--- src/rtl/adder_subtracter_if.sv ---
// Operand/result bundle for the registered adder/subtracter.
// The driver of a, b and mode uses master; the arithmetic unit uses slave.
interface adder_subtracter_if #(
  parameter int WIDTH = 32
);
  logic [WIDTH-1:0] a;
  logic [WIDTH-1:0] b;
  logic             mode;
  logic [WIDTH-1:0] sum;
  logic             carry;
  logic             overflow;
  logic             zero;

  modport master (
    output a, b, mode,
    input  sum, carry, overflow, zero
  );

  modport slave (
    input  a, b, mode,
    output sum, carry, overflow, zero
  );
endinterface

--- src/rtl/adder_subtracter.sv ---
// Registered two's-complement adder/subtracter with carry, overflow and zero flags.
// Subtraction reuses the single adder as a + ~b + 1.
module adder_subtracter #(
  parameter int WIDTH = 32
) (
  input  logic               clk,
  input  logic               rst_n,
  adder_subtracter_if.slave  bus
);
  logic [WIDTH-1:0] eff_b;
  logic [WIDTH:0]   full_res;
  logic [WIDTH-1:0] sum_d, sum_q;
  logic             carry_d, carry_q;
  logic             overflow_d, overflow_q;
  logic             zero_d, zero_q;

  always_comb begin
    eff_b      = bus.mode ? ~bus.b : bus.b;
    full_res   = {1'b0, bus.a} + {1'b0, eff_b} + {{WIDTH{1'b0}}, bus.mode};
    sum_d      = full_res[WIDTH-1:0];
    carry_d    = full_res[WIDTH];
    // Overflow: operands agree in sign but the result does not.
    overflow_d = (bus.a[WIDTH-1] == eff_b[WIDTH-1]) && (sum_d[WIDTH-1] != bus.a[WIDTH-1]);
    zero_d     = (sum_d == '0);
  end

  // zero resets low on purpose: flags read as invalid until the first capture.
  always_ff @(posedge clk or negedge rst_n) begin
    if (!rst_n) begin
      sum_q      <= '0;
      carry_q    <= 1'b0;
      overflow_q <= 1'b0;
      zero_q     <= 1'b0;
    end else begin
      sum_q      <= sum_d;
      carry_q    <= carry_d;
      overflow_q <= overflow_d;
      zero_q     <= zero_d;
    end
  end

  assign bus.sum      = sum_q;
  assign bus.carry    = carry_q;
  assign bus.overflow = overflow_q;
  assign bus.zero     = zero_q;
endmodule

--- src/flat_wrapper.sv ---
// flat-port wrapper written by rule: the top's interface ports become plain ports
module adder_subtracter_flat 
#(
  parameter int WIDTH = 32
)
  (clk, rst_n, bus_a, bus_b, bus_mode, bus_sum, bus_carry, bus_overflow, bus_zero);
  adder_subtracter_if #(.WIDTH(WIDTH)) bus_i ();
  input  logic clk;
  input  logic rst_n;
  input wire logic [$bits(bus_i.a)-1:0] bus_a;
  input wire logic [$bits(bus_i.b)-1:0] bus_b;
  input wire logic [$bits(bus_i.mode)-1:0] bus_mode;
  output wire logic [$bits(bus_i.sum)-1:0] bus_sum;
  output wire logic [$bits(bus_i.carry)-1:0] bus_carry;
  output wire logic [$bits(bus_i.overflow)-1:0] bus_overflow;
  output wire logic [$bits(bus_i.zero)-1:0] bus_zero;
  assign bus_i.a = bus_a;
  assign bus_i.b = bus_b;
  assign bus_i.mode = bus_mode;
  assign bus_sum = bus_i.sum;
  assign bus_carry = bus_i.carry;
  assign bus_overflow = bus_i.overflow;
  assign bus_zero = bus_i.zero;
  adder_subtracter #(.WIDTH(WIDTH)) u_core (.clk(clk), .rst_n(rst_n), .bus(bus_i));
endmodule
--- config.mk ---
export PLATFORM = sky130hd
export DESIGN_NAME = adder_subtracter_flat
export DESIGN_NICKNAME = d
export VERILOG_FILES = /design/src/rtl/adder_subtracter_if.sv /design/src/rtl/adder_subtracter.sv /design/src/flat_wrapper.sv
export SDC_FILE = /design/constraint.sdc
export NUM_CORES = 1
export LEC_CHECK = 0
export CAP_MARGIN = 25
export CORE_AREA = 2 2 85 87
export CTS_CLUSTER_DIAMETER = 100
export DETAILED_ROUTE_END_ITERATION = 8
export DIE_AREA = 0 0 87 89
export PLACE_DENSITY = 0.76
export SYNTH_ARGS = -nofsm -noshare
export SYNTH_HDL_FRONTEND = slang
export SYNTH_SLANG_ARGS = --single-unit
--- constraint.sdc ---
create_clock -name clk -period 0.8 [get_ports clk]
set_clock_uncertainty 0.1 [all_clocks]
set_input_delay 0.2 -clock clk [delete_from_list [all_inputs] [get_ports clk]]
set_output_delay 0.2 -clock clk [all_outputs]
set_load 0.02 [all_outputs]
**Clock network drawn from the DEF**

Scale: 6 px per um.
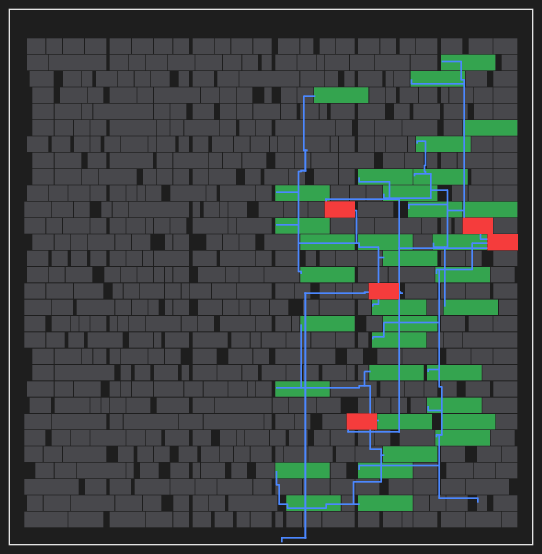
- clock wires: blue (length 511 um)
- flip-flops: green (count 35)
- cells driving clock nets: red (count 5)
- routed clock nets: 6
Clock Power: 1.31 mW
Clock power frac: 10.1%

**The clock network**

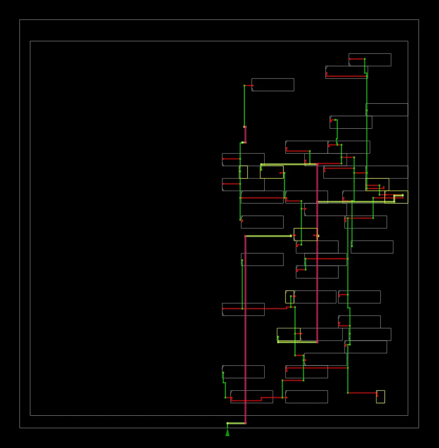
CTS buffer count: 5
clock buffers: 5

==> results_dict.tcl <==
# metrics dict for downstream scripts
set metrics [dict create \
    status "finished with violations" \
    violations "setup timing" \
    drt_iter0_markers 447 \
    hpwl_um 7570 \
    cpPeakStageDelay_ps 500 \
    hp-class "primary input to asynchronous set/reset pin" \
    syn_nets 419 \
    whs_ps 175 \
    critPathTopFamily "simple AND/OR/NAND/NOR gates" \
    routed_wl_um 18200 \
    cts.sinks 35 \
    ys_cells 317 \
    drc 0 \
    crit_required_ps 900 \
    largest_area_cell "dfrtp_1" \
    compound_area_share_pct 21.0 \
    rows 30 \
    critPathLaunch "bus_mode" \
    syn2layout_area_growth_pct 113 \
    ios 102 \
    ff_type "dfrtp_1" \
    worstPathCellList "buf_12 -> buf_12 -> buf_8 -> xor2_1 -> ha_1 -> o21a_2 -> buf_6 -> buf_6 -> o21a_1 -> nand4_1 -> buf_4 -> a2111oi_4 -> o21ai_2 -> a21oi_1 -> or4b_4 -> nor4_4 -> nand4b_1 -> nor4b_2" \
    path_depth 18 \
    htree_levels 2 \
    fin_crit_ps 3920 \
    die_width_um 87 \
    port_buffers 101 \
    crit_slowest_cell "or4b_4" \
    grt_max_degree 36 \
    cts_buffer_depth 2 \
    synthDistinctLibCells 53 \
    final_cells 658 \
    fin_area_mm2 0.00632 \
    avgSynthCellArea_um2 9.34 \
    track_usage_pct 32.7 \
    grt_pass1_vias 3853 \
    finalCritPeriodShare_pct 490 \
    cp-endpoint "u_core.bus.zero$_DFF_PN0_" \
    ys_chip_area_mm2 0.00296 \
    timing.fmax_mhz 255 \
    coreArea_mm2 0.00672 \
    mux_area_share_pct 0.803 \
    tns_ps -75350 \
    vias 4263 \
    relSlewSlack_pct 60.2 \
    crit_buf_inv 6 \
    dp_cells 617 \
    maxCapViolations 0 \
    setup_viol 69 \
    leakagePower_nw 2.93 \
    root_buffer "clkbuf_8" \
    power.density_mw_per_mm2 2060 \
    dieArea_mm2 0.00774 \
    critPathKind "primary input to register" \
    grt-ovfl-total 0 \
    firstDrtPassIters 6 \
    fin_util_pct 94.0 \
    clkSlewWorstSetupHoldPaths_ps 80 \
    synth_warnings 0 \
    synth_area_mm2 0.00296 \
    yosys-top-cells-count "44 x xor2_1, 35 x dfrtp_1, 34 x ha_1" \
    ys_seq_share_pct 29.6 \
    hold_viol_final 0 \
    postRouteAntennaNets 0 \
    cts.repair.resized 323 \
    critPathMaxFanout 5 \
    p_total_mw 13.0 \
    cts_tree "yes" \
    synthArstFlopShare_pct 100 \
    rsz0062_at_grt "true" \
    enable_flop_cells 0 \
    ys_sh_xor_pct 16.9 \
    die_h_um 89 \
    initial_core_util_pct 44.1 \
    tightest_slew_ps 592 \
    start_kind "primary input" \
    synthTopLogicFamily "AND-OR/OR-AND gates" \
    ys_sh_adder_pct 15.0 \
    most_common_cell "xor2_1" \
    ir_drop_mv 0.887 \
    post-place-ws_ps -3370 \
    cts_setup_buffers 27 \
    final_nets 678 \
    cts_hold_buf 0 \
    grt_pass1_wl_um 19500 \
    simple_gate_area_share_pct 15.3 \
    drt-vias-per-instance 6.48 \
    log.warning_count 32 \
    ys_top_cells_by_area "dfrtp_1 30%, ha_1 14%, xor2_1 13%" \
    largest_register_ff_count 32 \
    layout_setup_ws_ps -3120 \
    finalMaxSlewViolations 0 \
    syn_inst 317 \
    critPathCaptureType "register" \
    layout-drive-gt1-share_pct 54.4 \
    gp_congestion 0.855 \
    wl_per_cell_um 27.7 \
    antenna_found_initial 0 \
    cp.arrival_ps 4020 \
    placed_area_mm2 0.00514 \
    synth.top_cell.area_share_pct 29.6 \
    ys_ff 35 \
]
**Pin map**

Scale: 3 px per um. Pins as bars across the die edge, other pins in grey.
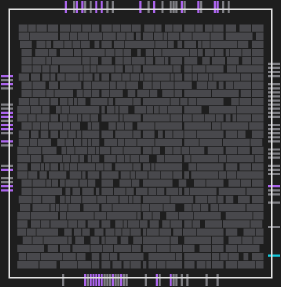
- rst_n: cyan (pins 1; direction input; edge right)
- bus_b: purple (pins 32; direction input; edge 11 top, 10 bottom, 10 left, 1 right)

## cells in the final DEF, fill, tap and decap left out, types with 3 or more instances in the layout
| cell | n |
|---|---|
| dlygate4sd2_1 | 6 |
| dfrtp_1 | 35 |
| and3_1 | 3 |
| nor2_4 | 3 |
| buf_6 | 70 |
| a21oi_2 | 11 |
| o21ai_4 | 4 |
| xnor2_4 | 4 |
| buf_4 | 120 |
| ha_1 | 29 |
| a21oi_4 | 5 |
| nand2_4 | 3 |
| clkbuf_8 | 5 |
| and3_4 | 3 |
| a21o_1 | 9 |
| ha_4 | 4 |
| xnor2_2 | 9 |
| clkinv_2 | 3 |
| nand2_2 | 3 |
| clkdlybuf4s50_1 | 52 |
| o211ai_1 | 5 |
| nor2_1 | 12 |
| o21ai_2 | 5 |
| nor3_2 | 3 |
| a211oi_1 | 4 |
| o21ai_0 | 6 |
| xor2_2 | 14 |
| inv_1 | 3 |
| nand2_1 | 16 |
| and2_4 | 4 |
| nand3_1 | 4 |
| o21ai_1 | 5 |
| a21oi_1 | 14 |
| buf_12 | 4 |
| xor2_1 | 29 |
## cell type report
type | instances | area [um2]
multi-input combinational | 271 | 2830
timing repair buffer | 258 | 2410
sequential | 35 | 876
fill | 196 | 402
tap | 80 | 100
clock buffer | 5 | 68.8
inverter | 5 | 18.8
clock inverter | 3 | 15.0
antenna | 1 | 2.50
## layer usage
metal	up-vias	global-route usage, %	share of wire, %
li1	1668	-	-
met4	0	12.6	7.6
met3	146	3.69	10
met1	2048	37.4	34
met2	401	62.3	48
met5	-	0	0
## where the power goes
group	internal, mW	total [mW]	leakage, nW	switching (mW)
logic	4.44	9.05	2.47	4.61
clock network	0.597	1.31	0.0477	0.713
registers	2.29	2.63	0.411	0.331
Power figures rest on the tool's default switching activity, not on a simulated workload.
